<file path="config.mk">
export PLATFORM = sky130hd
export DESIGN_NAME = sdspi_engine
export DESIGN_NICKNAME = d
export VERILOG_FILES = /design/src/rtl/sdspi_engine.sv
export SDC_FILE = /design/constraint.sdc
export NUM_CORES = 1
export LEC_CHECK = 0
export ABC_CLOCK_PERIOD_IN_PS = 2800
export CORE_ASPECT_RATIO = 1.2
export CORE_MARGIN = 5
export CORE_UTILIZATION = 40
export DETAILED_ROUTE_END_ITERATION = 10
export SYNTH_ARGS = -nofsm -noshare
export SYNTH_HDL_FRONTEND = slang
export SYNTH_SLANG_ARGS = --single-unit
</file>
<file path="constraint.sdc">
create_clock -name clk -period 2.8 [get_ports clk]
set_clock_uncertainty 0.15 [all_clocks]
set_input_delay 0.42 -clock clk [delete_from_list [all_inputs] [get_ports clk]]
set_output_delay 0.42 -clock clk [all_outputs]
set_load 0.05 [all_outputs]
</file>
<file path="src/rtl/sdspi_engine.sv">
// Byte-level SPI mode-0 master for an SD card: chip-select and speed control
// plus full-duplex byte transfers at a slow init rate or a fast data rate.
module sdspi_engine #(
   parameter int SLOW_DIV = 63,
   parameter int FAST_DIV = 1
) (
   input  logic       clk,
   input  logic       reset,
   input  logic [2:0] spiOP,
   input  logic [7:0] spiTXD,
   output logic [7:0] spiRXD,
   output logic       spiDONE,
   output logic       spiBUSY,
   input  logic       sdMISO,
   output logic       sdMOSI,
   output logic       sdSCLK,
   output logic       sdCS
);

   // state    | meaning
   // ST_IDLE  | waiting for a command
   // ST_LOW   | sdSCLK low phase, counting down to the rise
   // ST_HIGH  | sdSCLK high phase, counting down to the fall
   // ST_FIN   | one-cycle completion: publish result and strobe done
   typedef enum logic [1:0] {
      ST_IDLE = 2'd0,
      ST_LOW  = 2'd1,
      ST_HIGH = 2'd2,
      ST_FIN  = 2'd3
   } state_t;

   localparam logic [2:0] OP_CSL  = 3'b001;
   localparam logic [2:0] OP_CSH  = 3'b010;
   localparam logic [2:0] OP_FAST = 3'b011;
   localparam logic [2:0] OP_SLOW = 3'b100;
   localparam logic [2:0] OP_XFER = 3'b101;
   localparam logic [2:0] OP_READ = 3'b110;

   localparam int MAX_DIV = (SLOW_DIV > FAST_DIV) ? SLOW_DIV : FAST_DIV;
   localparam int CW      = (MAX_DIV > 0) ? $clog2(MAX_DIV + 1) : 1;

   localparam logic [CW-1:0] SLOW_RELOAD = CW'(SLOW_DIV);
   localparam logic [CW-1:0] FAST_RELOAD = CW'(FAST_DIV);

   state_t          state_q, state_d;
   logic [CW-1:0]   cnt_q, cnt_d;
   logic [CW-1:0]   reload_q, reload_d;
   logic [2:0]      bit_q, bit_d;
   logic [7:0]      tx_q, tx_d;
   logic [7:0]      rx_q, rx_d;
   logic [7:0]      rxd_q, rxd_d;
   logic            done_q, done_d;
   logic            busy_q, busy_d;
   logic            mosi_q, mosi_d;
   logic            sclk_q, sclk_d;
   logic            cs_q, cs_d;
   logic            fast_q, fast_d;
   logic            xfer_q, xfer_d;
   logic [7:0]      load_byte;

   always_ff @(posedge clk or negedge reset) begin
      if (!reset) begin
         state_q  <= ST_IDLE;
         cnt_q    <= '0;
         reload_q <= '0;
         bit_q    <= 3'd0;
         tx_q     <= 8'h00;
         rx_q     <= 8'h00;
         rxd_q    <= 8'h00;
         done_q   <= 1'b0;
         busy_q   <= 1'b0;
         mosi_q   <= 1'b1;
         sclk_q   <= 1'b0;
         cs_q     <= 1'b1;
         fast_q   <= 1'b0;
         xfer_q   <= 1'b0;
      end else begin
         state_q  <= state_d;
         cnt_q    <= cnt_d;
         reload_q <= reload_d;
         bit_q    <= bit_d;
         tx_q     <= tx_d;
         rx_q     <= rx_d;
         rxd_q    <= rxd_d;
         done_q   <= done_d;
         busy_q   <= busy_d;
         mosi_q   <= mosi_d;
         sclk_q   <= sclk_d;
         cs_q     <= cs_d;
         fast_q   <= fast_d;
         xfer_q   <= xfer_d;
      end
   end

   always_comb begin
      state_d  = state_q;
      cnt_d    = cnt_q;
      reload_d = reload_q;
      bit_d    = bit_q;
      tx_d     = tx_q;
      rx_d     = rx_q;
      rxd_d    = rxd_q;
      done_d   = 1'b0;
      busy_d   = busy_q;
      mosi_d   = mosi_q;
      sclk_d   = sclk_q;
      cs_d     = cs_q;
      fast_d   = fast_q;
      xfer_d   = xfer_q;
      load_byte = (spiOP == OP_XFER) ? spiTXD : 8'hFF;

      case (state_q)
         ST_IDLE: begin
            // Control ops take effect at acceptance and finish through ST_FIN
            // so every command gets the same done/busy handshake.
            case (spiOP)
               OP_CSL, OP_CSH, OP_FAST, OP_SLOW: begin
                  if (spiOP == OP_CSL)  cs_d   = 1'b0;
                  if (spiOP == OP_CSH)  cs_d   = 1'b1;
                  if (spiOP == OP_FAST) fast_d = 1'b1;
                  if (spiOP == OP_SLOW) fast_d = 1'b0;
                  busy_d  = 1'b1;
                  xfer_d  = 1'b0;
                  state_d = ST_FIN;
               end
               OP_XFER, OP_READ: begin
                  tx_d     = load_byte;
                  mosi_d   = load_byte[7];
                  reload_d = fast_q ? FAST_RELOAD : SLOW_RELOAD;
                  cnt_d    = fast_q ? FAST_RELOAD : SLOW_RELOAD;
                  bit_d    = 3'd0;
                  busy_d   = 1'b1;
                  xfer_d   = 1'b1;
                  state_d  = ST_LOW;
               end
               default: ;
            endcase
         end

         ST_LOW: begin
            if (cnt_q == '0) begin
               cnt_d   = reload_q;
               sclk_d  = 1'b1;
               rx_d    = {rx_q[6:0], sdMISO};
               state_d = ST_HIGH;
            end else begin
               cnt_d = cnt_q - 1'b1;
            end
         end

         ST_HIGH: begin
            if (cnt_q == '0) begin
               cnt_d  = reload_q;
               sclk_d = 1'b0;
               if (bit_q == 3'd7) begin
                  state_d = ST_FIN;
               end else begin
                  tx_d    = {tx_q[6:0], 1'b0};
                  mosi_d  = tx_q[6];
                  bit_d   = bit_q + 3'd1;
                  state_d = ST_LOW;
               end
            end else begin
               cnt_d = cnt_q - 1'b1;
            end
         end

         ST_FIN: begin
            if (xfer_q) rxd_d = rx_q;
            done_d  = 1'b1;
            busy_d  = 1'b0;
            mosi_d  = 1'b1;
            state_d = ST_IDLE;
         end

         default: state_d = ST_IDLE;
      endcase
   end

   assign spiRXD  = rxd_q;
   assign spiDONE = done_q;
   assign spiBUSY = busy_q;
   assign sdMOSI  = mosi_q;
   assign sdSCLK  = sclk_q;
   assign sdCS    = cs_q;

endmodule

</file>
==> flow_summary.toml <==
# yosys + openroad results
[routing]
first_iter_violations = 67
num_vias = 1608
ant_nets = 0

[sta]
tns_ns = 0
rsz0062_at_grt = "no"
finalSetupViolCount = 0
finalMaxSlewViolations = 0
period_used_share = 0.845

[clock_network]
cts_tree = "done"
cts_resized = 0
cts.clk_slew.worst_paths_ns = 0.09
cts_setup_buffers = 0
cts_hold_buf = 0

[die]
die_width_um = 77.4

[setup_path]
cp_cell_sequence = "inv_1 -> ha_1 -> nand2b_1 -> o31a_1 -> nor3_4 -> mux2_2"
critical_path.max_fanout = 10
cp_top_family = "simple AND/OR/NAND/NOR gates"
regToRegSetupSlack_ns = 0.43
cp-endpoint = "tx_q[2]"
end_kind = "register"

[grt]
grt_max_degree = 44
grt_first_pass_wirelength_um = 7640
grt_usage = 0.131

[power]
p_per_area_mw_per_mm2 = 1130

[yosys]
ys_sh_aoi = 0.149
numSynthFlops = 43
edf_count = 0
synth-async-reset-ratio = 1.00
ys_seq_frac = 0.495
top_cells_by_area = "dfrtp_1 (47%), mux2_2 (13%), ha_1 (4.6%), o21ai_0 (4.1%), nor2_1 (3.1%)"
syn_avg_cell_area_um2 = 10.6
ys_sh_xor = 0.00402
mux_share = 0.138
yosysUniqueCellTypes = 42
top_area_cell = "dfrtp_1"
synth_warnings = 0
ys_cells = 206
synth_top_area_share = 0.470

[job]
warnings = 30

[final_layout]
post-route-util = 0.495
seq_share = 0.411
nNonClkBuffers = 32
logic_gate_count = 145
inverters = 10
buf_share = 0.115

[placement]
place_congestion = 0.847
pre_cts_ws_ns = 0.274

[worst_hold_path]
hold_class = "in -> async"

[status]
status = "complete, no violations"
## placed cells by master, fill, tap and decap left out, types with 2 or more instances in the layout
cell type        count
clkdlybuf4s50_1     25
inv_1               10
nor3_1               7
o21ai_0             18
nor2_1              18
o2bb2ai_1            2
a32oi_1              2
or3_1                2
nor2b_1              4
dfstp_2              2
o31ai_1              3
a31oi_1              3
nand3_1              3
ha_1                 8
nand2b_1             2
and3_1               2
dfrtp_1             41
buf_4                6
nand2_1             12
clkbuf_8             5
a21oi_1             10
nand3b_1             3
mux2i_1              2
mux2_2              25
inv_6                2
## power breakdown
| part | total (mW) | internal [mW] | leakage, nW | switching (mW) |
|---|---|---|---|---|
| sequential | 1.03 | 0.859 | 0.520 | 0.173 |
| clock | 0.416 | 0.183 | 0.0491 | 0.232 |
| combinational | 1.53 | 0.658 | 0.550 | 0.868 |
## logic make-up (layout without fill, tap and decap cells)
family | after synthesis | after routing
and+or+nand+nor | 58 | 58
buffers and inverters | 18 | 50
AOI/OAI and AO/OA | 51 | 51
adders and majority gates | 8 | 8
DFF | 43 | 43
xor gates and xnor gates | 1 | 1
muxes | 27 | 27
## registers in the layout, summed over array words and instances (netlist names), 2 cells and up
| signal | cells |
|---|---|
| rx_q | 8 |
| state_q | 2 |
| bit_q | 3 |
| cnt_q | 6 |
| reload_q | 2 |
| tx_q | 7 |
| spiRXD | 8 |
## routing by layer
| layer | global-route usage | share of wire | up-vias |
|---|---|---|---|
| met2 | 0.209 | 0.49 | 24 |
| li1 | - | - | 800 |
| met4 | 0.0344 | 0.012 | 0 |
| met1 | 0.176 | 0.46 | 779 |
| met3 | 0.0359 | 0.035 | 5 |
| met5 | 0 | 0 | - |
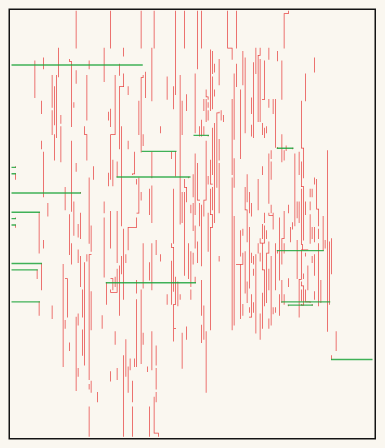
(images/layers.png)
Only two layers are drawn.
colour	layer	wire length
red	M2	2120 um
green	M3	149 um

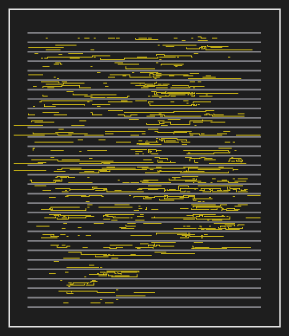
(images/m1.png)
Supply wires on this layer in grey.
wire length on this layer	1970 um
share of all routed wire	46%
main direction	horizontal
nets with wire on the layer	234
longest straight run	22.1 um
drt total wl: 4280 um
met1 Resource Use GR: 0.176

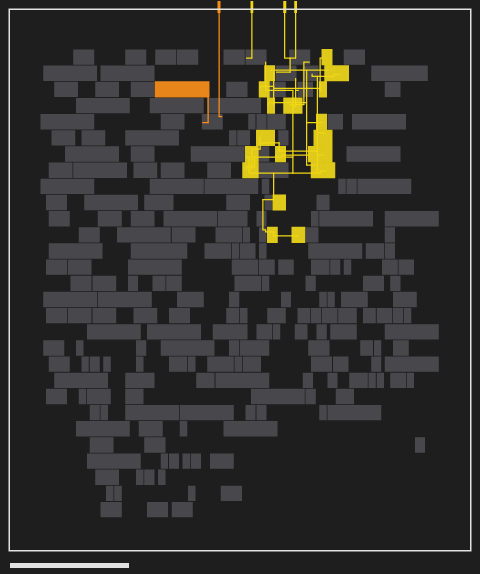
(images/port_trees.png)
Scale bar: 20 um.
colour	port	bits	direction	edge	end cells	buffers	wire
yellow	`spiOP`	3	input	top	21	6	221 um
orange	`spiDONE`	1	output	top	1	1	23.9 um
IO buf count: 26
Ports: 27

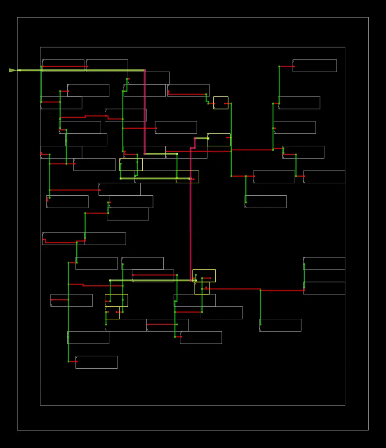
(images/clock_nets.png)
worst skew pair latency: 0.30 ns
CTS sink cnt: 43
registers: 43
clk pwr: 0.416 mW
clock buffers: 5

Power and IR drop assume default switching activity.
